[src/rtl/cordic_gain_comp.sv]
// cordic_gain_comp: output stage of the S1.12 vectoring CORDIC. It scales the final X by K to remove the CORDIC gain.
// The optional residual-Y convergence flag is built only when CORDIC_RESID_CHK_EN is defined.
module cordic_gain_comp #(
    parameter int          WIDTH     = 14,
    parameter int          FRAC      = 12,
    parameter int unsigned K_CONST   = 2487,
    parameter int unsigned RESID_TOL = 16
) (
    input  logic                    clk,
    input  logic                    rst_n,
    input  logic                    in_valid,
    output logic                    in_ready,
    input  logic signed [WIDTH-1:0] x_in,
    input  logic signed [WIDTH-1:0] y_in,
    output logic                    out_valid,
    input  logic                    out_ready,
    output logic signed [WIDTH-1:0] mag_out,
    output logic                    resid_err,
    output logic [15:0]             out_count
);

    localparam int PW = 2 * WIDTH;
    localparam logic signed [PW-1:0] K_EXT    = PW'(K_CONST);
    localparam logic signed [PW-1:0] HALF_LSB = PW'(2 ** (FRAC - 1));

    logic                 s1_valid;
    logic                 s2_valid;
    logic                 s2_load;
    logic                 accept;
    logic signed [PW-1:0] x_ext;
    logic signed [PW-1:0] prod_next;
    logic signed [PW-1:0] s1_prod;
    logic signed [PW-1:0] rounded;
    logic [WIDTH-1:0]     mag_next;
    logic                 unused_round;

    // S2 refills whenever it is empty or its sample leaves this cycle; S1 can then take a new sample.
    assign s2_load   = s1_valid && (!s2_valid || out_ready);
    assign in_ready  = !s1_valid || s2_load;
    assign accept    = in_valid && in_ready;
    assign out_valid = s2_valid;

    assign x_ext     = {{(PW - WIDTH){x_in[WIDTH-1]}}, x_in};
    assign prod_next = x_ext * K_EXT;

    // Round half up. |x| < 2.0 keeps the result well inside WIDTH bits, so no saturation is needed.
    assign rounded      = s1_prod + HALF_LSB;
    assign mag_next     = rounded[FRAC +: WIDTH];
    assign unused_round = ^{rounded[PW-1:FRAC+WIDTH], rounded[FRAC-1:0]};

    // NOTE: sequential state uses non-blocking assignments so every flop samples pre-edge values.
    always_ff @(posedge clk or negedge rst_n) begin
        if (!rst_n) begin
            s1_valid <= 1'b0;
        end else if (accept) begin
            s1_valid <= 1'b1;
        end else if (s2_load) begin
            s1_valid <= 1'b0;
        end
    end

    // NOTE: the product register is not reset; s1_valid alone qualifies it.
    always_ff @(posedge clk) begin
        if (accept) begin
            s1_prod <= prod_next;
        end
    end

    always_ff @(posedge clk or negedge rst_n) begin
        if (!rst_n) begin
            s2_valid <= 1'b0;
            mag_out  <= '0;
        end else if (s2_load) begin
            s2_valid <= 1'b1;
            mag_out  <= mag_next;
        end else if (out_ready) begin
            s2_valid <= 1'b0;
        end
    end

    always_ff @(posedge clk or negedge rst_n) begin
        if (!rst_n) begin
            out_count <= '0;
        end else if (s2_valid && out_ready) begin
            out_count <= out_count + 16'd1;
        end
    end

`ifdef CORDIC_RESID_CHK_EN
    logic [WIDTH:0] y_wide;
    logic [WIDTH:0] y_abs;
    logic           resid_next;
    logic           s1_resid;

    // One extra bit lets the most negative input fold to a positive magnitude.
    assign y_wide     = {y_in[WIDTH-1], y_in};
    assign y_abs      = y_in[WIDTH-1] ? (~y_wide + (WIDTH + 1)'(1)) : y_wide;
    assign resid_next = y_abs > (WIDTH + 1)'(RESID_TOL);

    always_ff @(posedge clk) begin
        if (accept) begin
            s1_resid <= resid_next;
        end
    end

    always_ff @(posedge clk or negedge rst_n) begin
        if (!rst_n) begin
            resid_err <= 1'b0;
        end else if (s2_load) begin
            resid_err <= s1_resid;
        end
    end
`else
    logic unused_resid;

    assign unused_resid = ^{y_in, 1'(RESID_TOL)};
    assign resid_err    = 1'b0;
`endif

endmodule

[config.mk]
export PLATFORM = sky130hd
export DESIGN_NAME = cordic_gain_comp
export DESIGN_NICKNAME = d
export VERILOG_FILES = /design/src/rtl/cordic_gain_comp.sv
export SDC_FILE = /design/constraint.sdc
export NUM_CORES = 1
export LEC_CHECK = 0
export CAP_MARGIN = 20
export CORE_ASPECT_RATIO = 0.5
export CORE_MARGIN = 2
export CORE_UTILIZATION = 58
export CTS_CLUSTER_DIAMETER = 80
export DETAILED_ROUTE_END_ITERATION = 16
export PLACE_DENSITY = 0.88
export SYNTH_ARGS = -nofsm -noshare
export SYNTH_HDL_FRONTEND = slang
export SYNTH_SLANG_ARGS = --single-unit
[constraint.sdc]
create_clock -name clk -period 1.8 [get_ports clk]
set_input_delay 0.36 -clock clk [delete_from_list [all_inputs] [get_ports clk]]
set_output_delay 0.36 -clock clk [all_outputs]
set_load 0.02 [all_outputs]
**Congestion heat map**

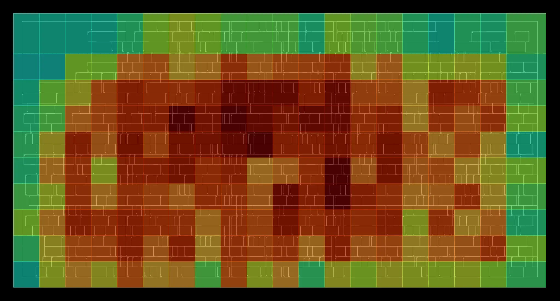
WL per Instance: 21.6 um
met2 Use GR: 66.0%
global routing usage on met1: 36.0%
Finished Core Util: 86.4%
met3 usage: 5.84%

**Routed metal, one color a layer**

Two of the layers only.
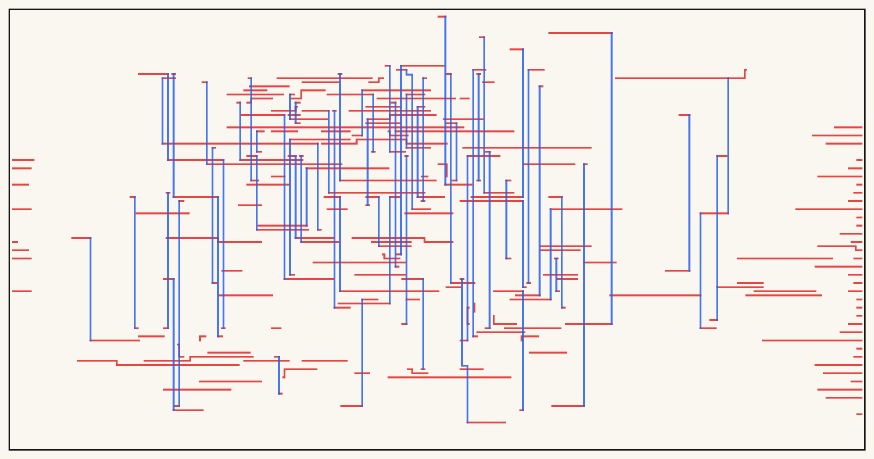
color	layer	wire length
blue	met4	1350 um
red	met3	1260 um

**Signal wires on met3**

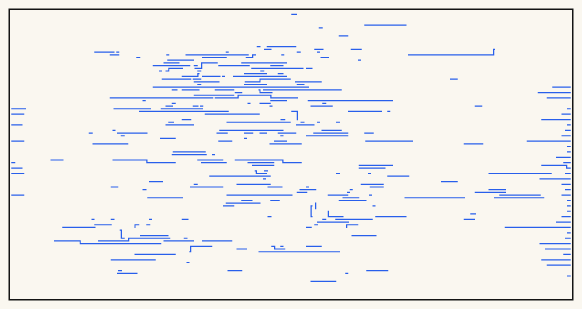
main direction	horizontal
longest straight run	39.1 um
share of all routed wire	6.9%

==> changes_impl.md <==
### Changed

- Worst-path clk slew: about 0.060 ns
- Layout Nets: 905
- Ant. Diodes: 0
- Setup Skew: around 0.0045 ns
- First-pass GRT wire length: 26700 um
- Hold Path Class: input port to asynchronous set/reset pin
- Setup violators final: 15
- Init Core Util: 59.0%
- RSZ-0062 raised after global routing: true
- Clock root cell: clkbuf_16
- P&R area growth vs syn: 46.5%
- Synth Instances: around 550
- CP required: 1.82 ns
- Outcome: finished with violations
- Failing checks: setup timing
- PnR worst setup slack: -2.80 ns
- DRT Pass-1 Iters: 5
- Worst-path maximum fanout: 5
- Die H: 72.8 um
- Clk sinks: between 40 and 50
- Vias per cell: ~5.9
- Ports: 65
- Clk buf depth: 2
- # Max-Cap Violations: 0
- Initial DRC count: 374
- GRT busiest layer: met2
- Largest net degree at the start of global routing: 33
- Setup CP Type: input port to register
- Total congestion overflow: 0
- F_max: 217 MHz
- Antenna violation net count after detailed routing: 0
- Vias in the first global route: roughly 5.4k
- Most instantiated logic cells after routing: buf_4 (114), inv_1 (93), fa_1 (54)
- Row count: 25
- Syn avg cell area: 9.99 sq um
- Pwr Density: roughly 2100 nW/um^2
- Htree depth: 2
- CP Data Arrival Time: 4.62 ns
- # hold bufs at CTS: 0
- Yosys Instances: 550
- Total track usage: 34.3%
- CTS tree: yes
- Setup crit end kind: register
- Post-synth ARST share: 68.1%
- Worst reg2reg startpoint: s1_prod[13]
- Post-Route WL: around 18000 um
**Where the registers sit**

Other sequential cells in the stronger gray, the rest of the logic in the fainter gray.
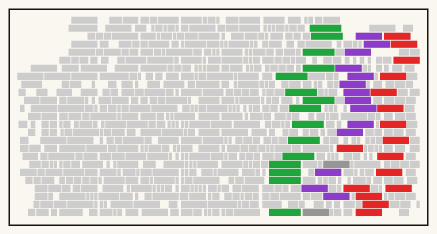
color	netlist name	sequential cells
green	s1_prod	15
red	out_count	16
purple	mag_out	14

**I/O pins on the die edge**

Pins as bars across the die edge, other pins in gray.
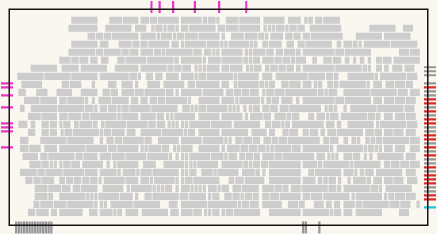
color	port	pins	direction	edge
red	out_count	16	output	right
magenta	x_in	14	input	8 left, 6 top
cyan	resid_err	1	output	right

==> kinds of logic after synthesis <==
| family | count (synthesis) | share of synthesized area (%) |
|---|---|---|
| AOI/OAI and AO/OA | 65 | 8.08 |
| other | 1 | 0.0682 |
| buffers and inverters | 118 | 8.13 |
| DFF | 47 | 22.8 |
| adders and majority gates | 146 | 41.0 |
| xor gates and xnor gates | 62 | 9.88 |
| muxes | 3 | 0.592 |
| and+or+nand+nor | 108 | 9.47 |
==> path summary, 6_finish.rpt <==
check | endpoint | slack, ns | cells past startpoint
max | s1_prod[23] | -2.80 | 20
min reg2reg | mag_out[1] | 0.48 | 2
min | out_count[12] | 0.48 | 2
min in group clk | mag_out[1] | 0.48 | 2
max reg2reg | mag_out[12] | 0.11 | 5
max in group asynchronous | out_count[7] | 1.04 | 2
==> per-layer routing <==
layer  part of all wire [%]  wire length [um]
met2                     49              9010
met5                      0                 0
met4                    7.4              1350
met1                     37              6680
met3                    6.9              1260
==> cell type report <==
class	instances	area, sq um
repair buffers	173	1490
well taps	121	151
fillers	393	1270
flip-flops and latches	47	1250
clock buffers	6	139
inverters	115	435
clock inverters	1	5.00
multi-input cells	385	4580
==> power breakdown <==
part	total (uW)	switching, uW	leakage, uW	internal (uW)
Clock	907	365	0.0000727	542
Combinational	13800	7010	0.00317	6780
Sequential	2190	338	0.000549	1850
Total	16900	7720	0.00379	9180
==> sequential cells by signal, summed over array words and instances (netlist names) <==
signal and count:
out_count 16, out_valid 1, s1_valid 1, mag_out 14, s1_prod 15
==> critical path, cell delays in order <==
cell	delay (ns)
buf_4	0.14
inv_1	0.13
ha_4	0.23
buf_4	0.14
xnor2_1	0.13
xnor2_1	0.27
fa_1	0.50
fa_1	0.51
inv_1	0.07
fa_1	0.44
inv_1	0.19
ha_4	0.25
and3_4	0.16
a22oi_2	0.18
o211ai_1	0.18
buf_4	0.18
buf_4	0.12
a21boi_1	0.14
a21boi_2	0.19
xnor2_1	0.10
==> Yosys cell counts, types with 2 or more instances <==
cell and count:
nand2_1 40, nor2_1 15, nand3b_1 2, nor2b_1 3
a21boi_0 2, mux2_2 2, o21ai_0 21, o211ai_1 2
inv_1 114, nor3_1 7, and3_1 5, a21oi_1 13
nand2b_1 8, xnor2_1 35, xor2_1 27, dfrtp_1 32
fa_1 57, ha_1 89, nand3_1 13, clkbuf_1 2
nand4_1 9, edfxtp_1 15, a22o_1 2, a21o_1 10
==> per-stage QoR <==
| stage | setup TNS, ns | instances | hold WS, ns | power [uW] | area (sq um) |
|---|---|---|---|---|---|
| after floorplan | -34.18 | 550 | 0.0644 | 8610 | 5740 |
| after global placement | -46.85 | 823 | 0.461 | 11600 | 7180 |
| after detailed placement | -48.94 | 823 | 0.471 | 12400 | 7180 |
| after CTS | -35.32 | 847 | 0.483 | 15200 | 7880 |
| after global routing | -38.43 | 848 | 0.510 | 17700 | 8050 |
| final | -37.36 | 848 | 0.476 | 16900 | 8050 |
==> repair_timing <==
item / CTS / global route
pin swaps: 56 / 44
buffers inserted: 20 / 5
setup endpoints to repair: 16 / 17
resized: 142 / 44
Power is estimated from default activity; no workload was simulated.
